**config.mk**
```make
export PLATFORM = sky130hd
export DESIGN_NAME = serial_adder
export DESIGN_NICKNAME = d
export VERILOG_FILES = /design/src/rtl/serial_adder_pkg.sv /design/src/rtl/serial_adder_digit_adder.sv /design/src/rtl/serial_adder.sv
export SDC_FILE = /design/constraint.sdc
export NUM_CORES = 1
export LEC_CHECK = 0
export CAP_MARGIN = 0
export CORE_MARGIN = 2
export CORE_UTILIZATION = 40
export CTS_CLUSTER_DIAMETER = 40
export DETAILED_ROUTE_END_ITERATION = 12
export HOLD_SLACK_MARGIN = 0.05
export PLACE_DENSITY = 0.64
export SLEW_MARGIN = 20
export SYNTH_ARGS = -nofsm -noshare
export SYNTH_HDL_FRONTEND = slang
export SYNTH_SLANG_ARGS = --single-unit
```
**constraint.sdc**
```tcl
create_clock -name clk -period 1.61 [get_ports clk]
set_clock_uncertainty 0.15 [all_clocks]
set_input_delay 0.322 -clock clk [delete_from_list [all_inputs] [get_ports clk]]
set_output_delay 0.322 -clock clk [all_outputs]
set_load 0.005 [all_outputs]
```
**src/rtl/serial_adder_pkg.sv**
```systemverilog
// Shared state encoding and sizing helpers for the digit-serial adder.
package serial_adder_pkg;

    typedef enum logic [1:0] {
        IDLE = 2'd0,
        RUN  = 2'd1,
        DONE = 2'd2
    } state_t;

    // Step counter must hold N without wrapping, hence the extra bit.
    function automatic int cnt_width(input int n);
        return $clog2(n) + 1;
    endfunction

endpackage

```
**src/rtl/serial_adder_digit_adder.sv**
```systemverilog
// Half-adder cell: one-bit sum and carry of two inputs.
// Combinational, zero cycles.
// No flow control.
module half_adder (
    input  logic x,
    input  logic y,
    output logic s,
    output logic c
);
    assign s = x ^ y;
    assign c = x & y;
endmodule

// Ripple adder over one DIGIT-wide slice, full adders built from two half adders plus OR.
// Combinational, zero cycles.
// No flow control; msb_cin exposes the carry into the slice's top bit for overflow.
module digit_adder #(
    parameter int DIGIT = 1
) (
    input  logic [DIGIT-1:0] x,
    input  logic [DIGIT-1:0] y,
    input  logic             cin,
    output logic [DIGIT-1:0] s,
    output logic             cout,
    output logic             msb_cin
);
    logic [DIGIT:0] c;

    assign c[0] = cin;

    for (genvar i = 0; i < DIGIT; i++) begin : g_fa
        logic s1, c1, c2;

        half_adder u_ha0 (.x(x[i]), .y(y[i]), .s(s1),   .c(c1));
        half_adder u_ha1 (.x(s1),   .y(c[i]), .s(s[i]), .c(c2));

        assign c[i+1] = c1 | c2;
    end

    assign cout    = c[DIGIT];
    assign msb_cin = c[DIGIT-1];
endmodule

```
**src/rtl/serial_adder.sv**
```systemverilog
// Multi-cycle adder consuming DIGIT bits of each operand per clock with a registered carry.
// Latency N = WIDTH/DIGIT cycles from the accepting edge to the done pulse.
// start is ignored while busy; a new request is accepted in IDLE or in the DONE cycle.
module serial_adder
    import serial_adder_pkg::*;
#(
    parameter int WIDTH = 8,
    parameter int DIGIT = 1
) (
    input  logic             clk,
    input  logic             rst_n,
    input  logic             start,
    input  logic [WIDTH-1:0] a,
    input  logic [WIDTH-1:0] b,
    input  logic             c_in,
    output logic             busy,
    output logic             done,
    output logic [WIDTH-1:0] sum,
    output logic             c_out,
    output logic             overflow
);
    localparam int N  = WIDTH / DIGIT;
    localparam int CW = cnt_width(N);

    state_t           state, state_nxt;
    logic [WIDTH-1:0] a_sh, b_sh, work, work_nxt;
    logic             carry;
    logic [CW-1:0]    cnt;
    logic             accept, last_step;

    logic [DIGIT-1:0] dig_s;
    logic             dig_cout, dig_msb_cin;

    digit_adder #(.DIGIT(DIGIT)) u_digit (
        .x       (a_sh[DIGIT-1:0]),
        .y       (b_sh[DIGIT-1:0]),
        .cin     (carry),
        .s       (dig_s),
        .cout    (dig_cout),
        .msb_cin (dig_msb_cin)
    );

    assign accept    = start && (state != RUN);
    assign last_step = (state == RUN) && (cnt == CW'(N - 1));
    // New digit enters at the top so after N steps the LSB digit lands at bit 0.
    assign work_nxt  = (work >> DIGIT) | (WIDTH'(dig_s) << (WIDTH - DIGIT));

    always_ff @(posedge clk) begin
        if (!rst_n) state <= IDLE;
        else        state <= state_nxt;
    end

    always_comb begin
        state_nxt = state;
        case (state)
            IDLE:    if (accept) state_nxt = RUN;
            RUN:     if (last_step) state_nxt = DONE;
            DONE:    state_nxt = accept ? RUN : IDLE;
            default: state_nxt = IDLE;
        endcase
    end

    always_ff @(posedge clk) begin
        if (!rst_n) begin
            a_sh     <= '0;
            b_sh     <= '0;
            work     <= '0;
            carry    <= 1'b0;
            cnt      <= '0;
            sum      <= '0;
            c_out    <= 1'b0;
            overflow <= 1'b0;
        end else if (accept) begin
            a_sh  <= a;
            b_sh  <= b;
            work  <= '0;
            carry <= c_in;
            cnt   <= '0;
        end else if (state == RUN) begin
            a_sh  <= a_sh >> DIGIT;
            b_sh  <= b_sh >> DIGIT;
            work  <= work_nxt;
            carry <= dig_cout;
            cnt   <= cnt + CW'(1);
            if (last_step) begin
                sum      <= work_nxt;
                c_out    <= dig_cout;
                overflow <= dig_msb_cin ^ dig_cout;
            end
        end
    end

    assign busy = (state == RUN);
    assign done = (state == DONE);
endmodule

```
==> CHANGELOG.md, run 1 <==
## Flow update

- Largest area contributor in the netlist: dfxtp_1
- Seq cells: 40
- Power Density: roughly 900 nW/µm²
- OpenROAD warnings: 26
- Largest net degree at the start of global routing: 23
- Post-CTS Setup Inserts: 0
- Slowest stage delay, CP: 0.49 ns
- Synth mux share: 15.9%
- Initial antenna violation count: 0
- GRT overflow: 0
- Final period util: between 90% and 100%
- Seq pwr share: a little over half
- Hold Crit Endpoint: overflow$_SDFFE_PN0P_
- Complex Gates by Area: between 10% and 20%
- Pins over their slew limit: 0
- Worst path depth: 1
- Routed length on met1: ~1.5 mm
- Total track usage: about 15%
- Metal3 WL: approximately 170 µm
- Site Rows: 23
- Routing usage on met2: between 20% and 30%
- Final instance area: approximately 2200 µm²
- Synth Seq Share: a little under half
- Detailed-route wire length: around 3.2 mm
- Crit path DAT: around 1.1 ns
- Yosys adder share: roughly 1.9%
- Highest routed metal layer: met4
- N_diodes: 0
- Reg2Reg Setup Slack: 0.17 ns
- Count of different cell masters after synthesis: 25
- Outcome: finished clean
- Nonclk buf count: around 44
- Met1 GRT Util: 17.2%
- Worst setup path endpoint: overflow
- FF+latch count, synth: ~40
- Clock-cell share: under 10%
- Chip Area: approximately 4800 µm²
- Slowest stage cell, crit path: clkdlybuf4s50_1
- Combinational Gates: ~120
- Final Non-Filler Cells: roughly 270
- Comb pwr: 261 µW
- Routed WL per cell: around 12 µm
- Post-cts gate resize count: 6
- Relative slew slack: between 80 and 90%
- Most frequent cells in the layout: nand2_1 (53), dfxtp_1 (31), mux2i_1 (27)
- Worst path buffer plus inverter count: 1
- GRT busiest layer: met2
- Final-stage net count: between 200 and 250
- Yosys top cell area share: between 40% and 50%
- Critical path data required time: around 1.1 ns
- IO Pins: 32
- Hold Buf Count CTS: 0
- Synth top cell by count: nand2_1
- Ys cells: around 180
- DRC Markers: 0
- Async SR Flop Fraction: 0%
- CTS Buf Count: 5
- Routed Antenna Nets: 0
- Synth cell count leaders: nand2_1 (53), dfxtp_1 (40), mux2i_1 (27), o211a_1 (15), a21oi_1 (8)
- Syn Inst Count: between 150 and 200
- Setup-failing EPs final: 0
- YS chip area: around 1700 µm²
- Worst reg2reg path endpoint: cnt[3]$_SDFFE_PP0N_
- Gpl congestion: between 0.7 and 0.8
- Worst-margin pin slew: approximately 0.25 ns
- Biggest regs: a_sh x8, b_sh x8, sum x8
- Clock transition at path regs: roughly 0.070 ns
- Synth Warn #: 0
- Inverters: 3
- CTS sink cnt: roughly 40
- DR vias/cell: 4.93
- Critical Path Fanout Max: 2
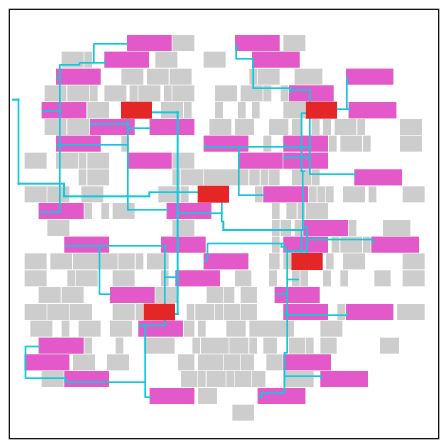
(run_1/clk_routes.png)
- cyan: clock wires (length 499 µm)
- red: clock drivers (count 5)
- magenta: flip-flops (count 40)
- routed clock nets: 6
P_clk: 681 µW
power share of the clock group: 33.9%
worst skew pair latency: 0.29 ns

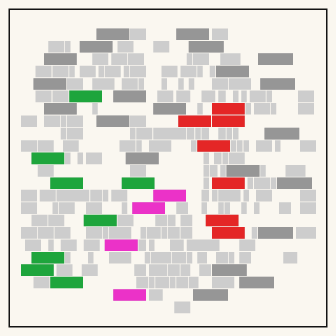
(run_1/flops_by_reg.png)
- green: b_sh (placed flops 8)
- red: work (placed flops 7)
- magenta: cnt (placed flops 4)
flop share of the area: 36.3%
Flop area: 812 µm²
final core occ: 55.2%
Seq. pwr: 1.07 mW

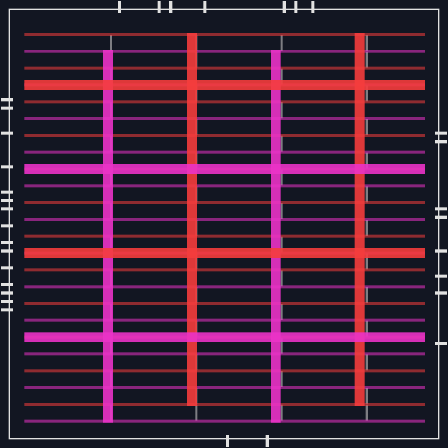
(run_1/power_grid.png)
Pins as bars on the die edge. Tap cells in grey.
- magenta: VSS
- red: VDD
- met4 straps: 4
- met5 straps: 4
- tap cells: 50
- rows: 23
- met1 rails: 24
Die Y: 69.2 µm
chip width: 69.2 µm
Placeable Area: 4060 µm²
maximum vdd ir drop: 0.478 mV

==> inputs of run 2 (changes only) <==
--- a/config.mk
+++ b/config.mk
@@ -8,9 +8,11 @@
 export CAP_MARGIN = 0
 export CORE_MARGIN = 2
 export CORE_UTILIZATION = 40
+export CTS_BUF_LIST = sky130_fd_sc_hd__clkbuf_8
 export CTS_CLUSTER_DIAMETER = 40
 export DETAILED_ROUTE_END_ITERATION = 12
 export HOLD_SLACK_MARGIN = 0.05
+export MAX_ROUTING_LAYER = met4
 export PLACE_DENSITY = 0.64
 export SLEW_MARGIN = 20
 export SYNTH_ARGS = -nofsm -noshare
==> CHANGELOG.md, run 2 <==
## Flow update

- Count of different cell masters after synthesis: 25
- Worst path depth: 1
- Worst setup path endpoint: overflow
- Combinational Gates: 124
- Slowest stage cell, crit path: clkdlybuf4s50_1
- Die Y: roughly 69 µm
- Chip width: about 69 µm
- Worst path buffer plus inverter count: 1
- Most frequent cells in the layout: nand2_1 (53), dfxtp_1 (31), mux2i_1 (27)
- Synth mux share: 15.9%
- Hold Crit Endpoint: overflow$_SDFFE_PN0P_
- Outcome: finished clean
- Detailed-route via count: between 1k and 1.5k
- Reg2Reg Setup Slack: approximately 0.17 ns
- Post-cts gate resize count: 6
- Power Density: between 800 and 900 nW/µm²
- Seq pwr share: roughly 54%
- DRC Markers: 0
- Synth top cell by count: nand2_1
- GRT busiest layer: met2
- Critical path data required time: roughly 1.1 ns
- Largest net degree at the start of global routing: 23
- Maximum vdd ir drop: 0.479 mV
- Pins over their slew limit: 0
- Placeable Area: 4060 µm²
- Final Non-Filler Cells: approximately 270
- Clock transition at path regs: roughly 0.070 ns
- Synth Warn #: 0
- Yosys top cell area share: between 40 and 50%
- Crit path DAT: around 1.1 ns
- Inverters: 3
- Metal3 WL: approximately 140 µm
- Synth cell count leaders: nand2_1 (53), dfxtp_1 (40), mux2i_1 (27), o211a_1 (15), a21oi_1 (8)
- Yosys adder share: around 1.9%
- P_clk: between 600 and 700 µW
- Worst-margin pin slew: roughly 0.25 ns
- Routing usage on met2: 25.3%
- Gpl congestion: between 0.7 and 0.8
- Largest area contributor in the netlist: dfxtp_1
- Async SR Flop Fraction: 0%
- Biggest regs: a_sh x8, b_sh x8, sum x8
- Flop share of the area: approximately 36%
- Initial antenna violation count: 0
- IO Pins: 32
- YS chip area: 1700 µm²
- Complex Gates by Area: 12.9%
- Seq. pwr: around 1.1 mW
- Detailed-route wire length: between 3 and 4 mm
- GRT overflow: 0
- Final period util: 98.1%
- CTS Buf Count: 5
- Seq cells: approximately 40
- Flop area: 812 µm²
- Post-CTS Setup Inserts: 0
- Worst reg2reg path endpoint: cnt[3]$_SDFFE_PP0N_
- Chip Area: roughly 4800 µm²
- Hold Buf Count CTS: 0
- Clock-cell share: 4.02%
- Routed Antenna Nets: 0
- Slowest stage delay, CP: 0.49 ns
- OpenROAD warnings: 26
- Power share of the clock group: roughly 33%
- Final-stage net count: between 200 and 250
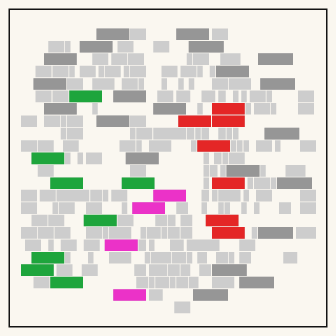
(run_2/flops_by_reg.png)

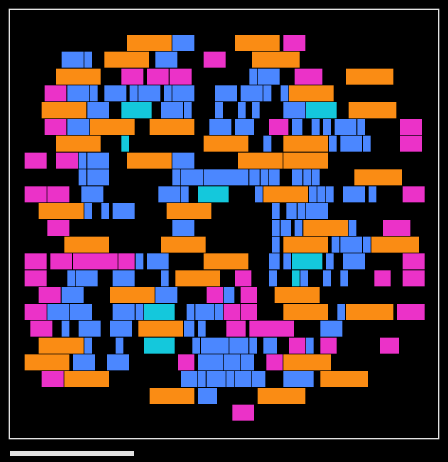
(run_2/placement_by_type.png)
Scale bar: 20 µm.
- orange: flops (cells 40; share of their area 37%)
- blue: combinational and other logic (cells 127; share of their area 38%)
- magenta: other buffers and delay cells (cells 44; share of their area 20%)
- cyan: clock drivers and dummy loads (cells 8; share of their area 4.1%)
Site Rows: 23
final instance area: 2240 µm²

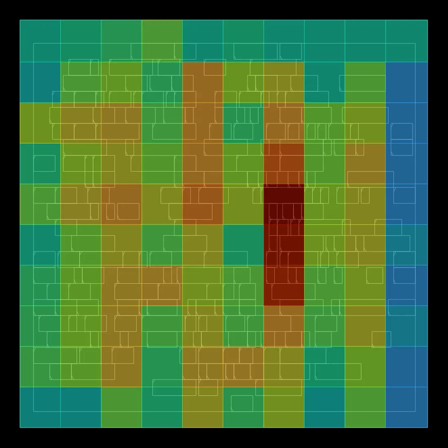
(run_2/congestion.png)
Routed WL per cell: 12.0 µm
met1 GRT Util: 17.4%

==> inputs of run 3 (changes only) <==
--- a/config.mk
+++ b/config.mk
@@ -6,6 +6,7 @@
 export NUM_CORES = 1
 export LEC_CHECK = 0
 export CAP_MARGIN = 0
+export CORE_ASPECT_RATIO = 2
 export CORE_MARGIN = 2
 export CORE_UTILIZATION = 40
 export CTS_BUF_LIST = sky130_fd_sc_hd__clkbuf_8
==> CHANGELOG.md, run 3 <==
## Flow update

- Outcome: finished clean
- GRT overflow: 0
- Nonclk buf count: around 43
- Yosys top cell area share: around 47%
- Simple-Gate Fraction of Synth Area: 15.8%
- Complex Gates by Area: approximately 13%
- Hold Buf Count CTS: 0
- Chip width: 50.1 µm
- Gpl congestion: roughly 0.77
- Most frequent cells in the layout: nand2_1 (53), dfxtp_1 (33), mux2i_1 (27)
- Main power-consuming group: registers
- Synth top cell by count: nand2_1
- Synth mux share: about 16%
- Async SR Flop Fraction: 0%
- Count of different cell masters after synthesis: 25
- Synth Warn #: 0
- Seq cells: roughly 40
- Worst setup path endpoint: busy
- Metal3 WL: 112 µm
- Detailed-route via count: roughly 1.3k
- Power share of the clock group: a little under two fifths
- Highest routed metal layer: met4
- CTS Buf Count: 5
- Worst reg2reg path endpoint: cnt[3]$_SDFFE_PP0N_
- Maximum vdd ir drop: 1.19 mV
- Clock transition at path regs: ~0.080 ns
- Slowest stage delay, CP: roughly 0.34 ns
- Final core occ: between 50 and 60%
- Worst-margin pin slew: ~0.27 ns
- Worst skew pair latency: 0.29 ns
- Crit path DAT: roughly 1 ns
- Chip Area: ~4800 µm²
- Inverters: 3
- Largest area contributor in the netlist: dfxtp_1
- IO Pins: 32
- Synth Seq Share: 47.0%
- Worst path buffer plus inverter count: 2
- Final Non-Filler Cells: approximately 270
- Critical path data required time: between 1 and 1.5 ns
- Relative slew slack: just over 80%
- Met1 GRT Util: 15.4%
- Setup-failing EPs final: 0
- Syn Inst Count: approximately 180
- Routed Antenna Nets: 0
- Ys cells: between 150 and 200
- Clock-cell share: about 4.8%
- Combinational Gates: ~120
- Final period util: between 90% and 100%
- OpenROAD warnings: 26
- Delay-heaviest family, CP: flip-flops
- N_diodes: 0
- DR vias/cell: around 4.9
- Post-CTS Setup Inserts: 0
- CTS sink cnt: 40
- Yosys adder share: 1.91%
- Site Rows: 33
- Flop area: around 800 µm²
- Routing usage on met2: between 20% and 30%
- Die Y: around 96 µm
- Min-delay src: sum[5]$_SDFFE_PN0P_
- Placeable Area: approximately 4000 µm²
- Seq. pwr: about 1.1 mW
- DRC Markers: 0
- Initial antenna violation count: 0
- Final instance area: between 2000 and 2500 µm²
- Critical Path Fanout Max: 3
- Max H-tree Level: 2
- Biggest regs: a_sh x8, b_sh x8, sum x8
- Final-stage net count: around 240
- YS chip area: 1700 µm²
- Worst hold stages: 2
- Detailed-route wire length: ~3.2 mm
- Seq pwr share: between 50% and 60%
- Flop share of the area: 36.0%
- Slowest stage cell, crit path: dfxtp_2
- Routed length on met1: 1.24 mm
- Worst path depth: 3
- Comb pwr: between 200 and 300 µW
- Post-cts gate resize count: 10
- Largest net degree at the start of global routing: 26
- P_clk: between 700 and 800 µW
- Synth cell count leaders: nand2_1 (53), dfxtp_1 (40), mux2i_1 (27), o211a_1 (15), a21oi_1 (8)
- Reg2Reg Setup Slack: ~0.12 ns
- Syn nets: 203
- Hold Crit Endpoint: sum[5]$_SDFFE_PN0P_
- Pins over their slew limit: 0
- Total track usage: around 15%
- Fillers: 369
- Power Density: around 940 nW/µm²
- FF+latch count, synth: 40
- Xor and xnor area share after synthesis: under 10%
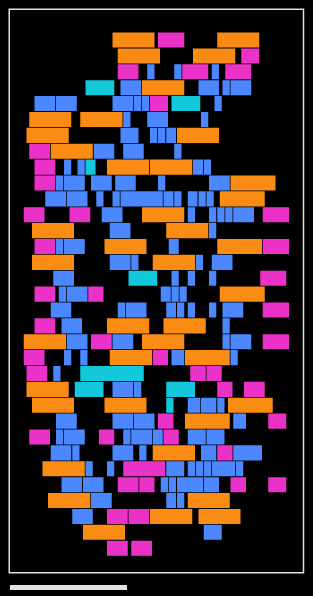
(run_3/placement_by_type.png)
Scale bar: 20 µm.
- orange: flops (cells 40; share of their area 37%)
- cyan: clock drivers and dummy loads (cells 8; share of their area 4.9%)
- blue: combinational and other logic (cells 127; share of their area 38%)
- magenta: other buffers and delay cells (cells 43; share of their area 20%)

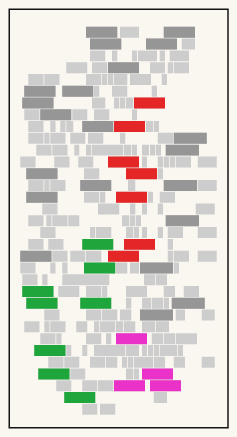
(run_3/flops_by_reg.png)
- magenta: cnt (placed flops 4)
- red: work (placed flops 7)
- green: b_sh (placed flops 8)

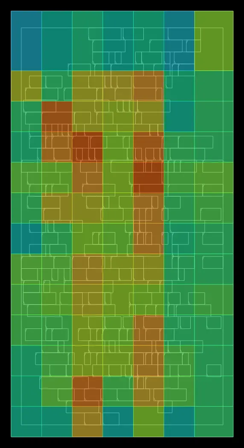
(run_3/congestion.png)
GRT busiest layer: met2
grt met3 use: 3.42%
Routed WL per cell: 11.9 µm

Power figures rest on the tool's default switching activity, not on a simulated workload.
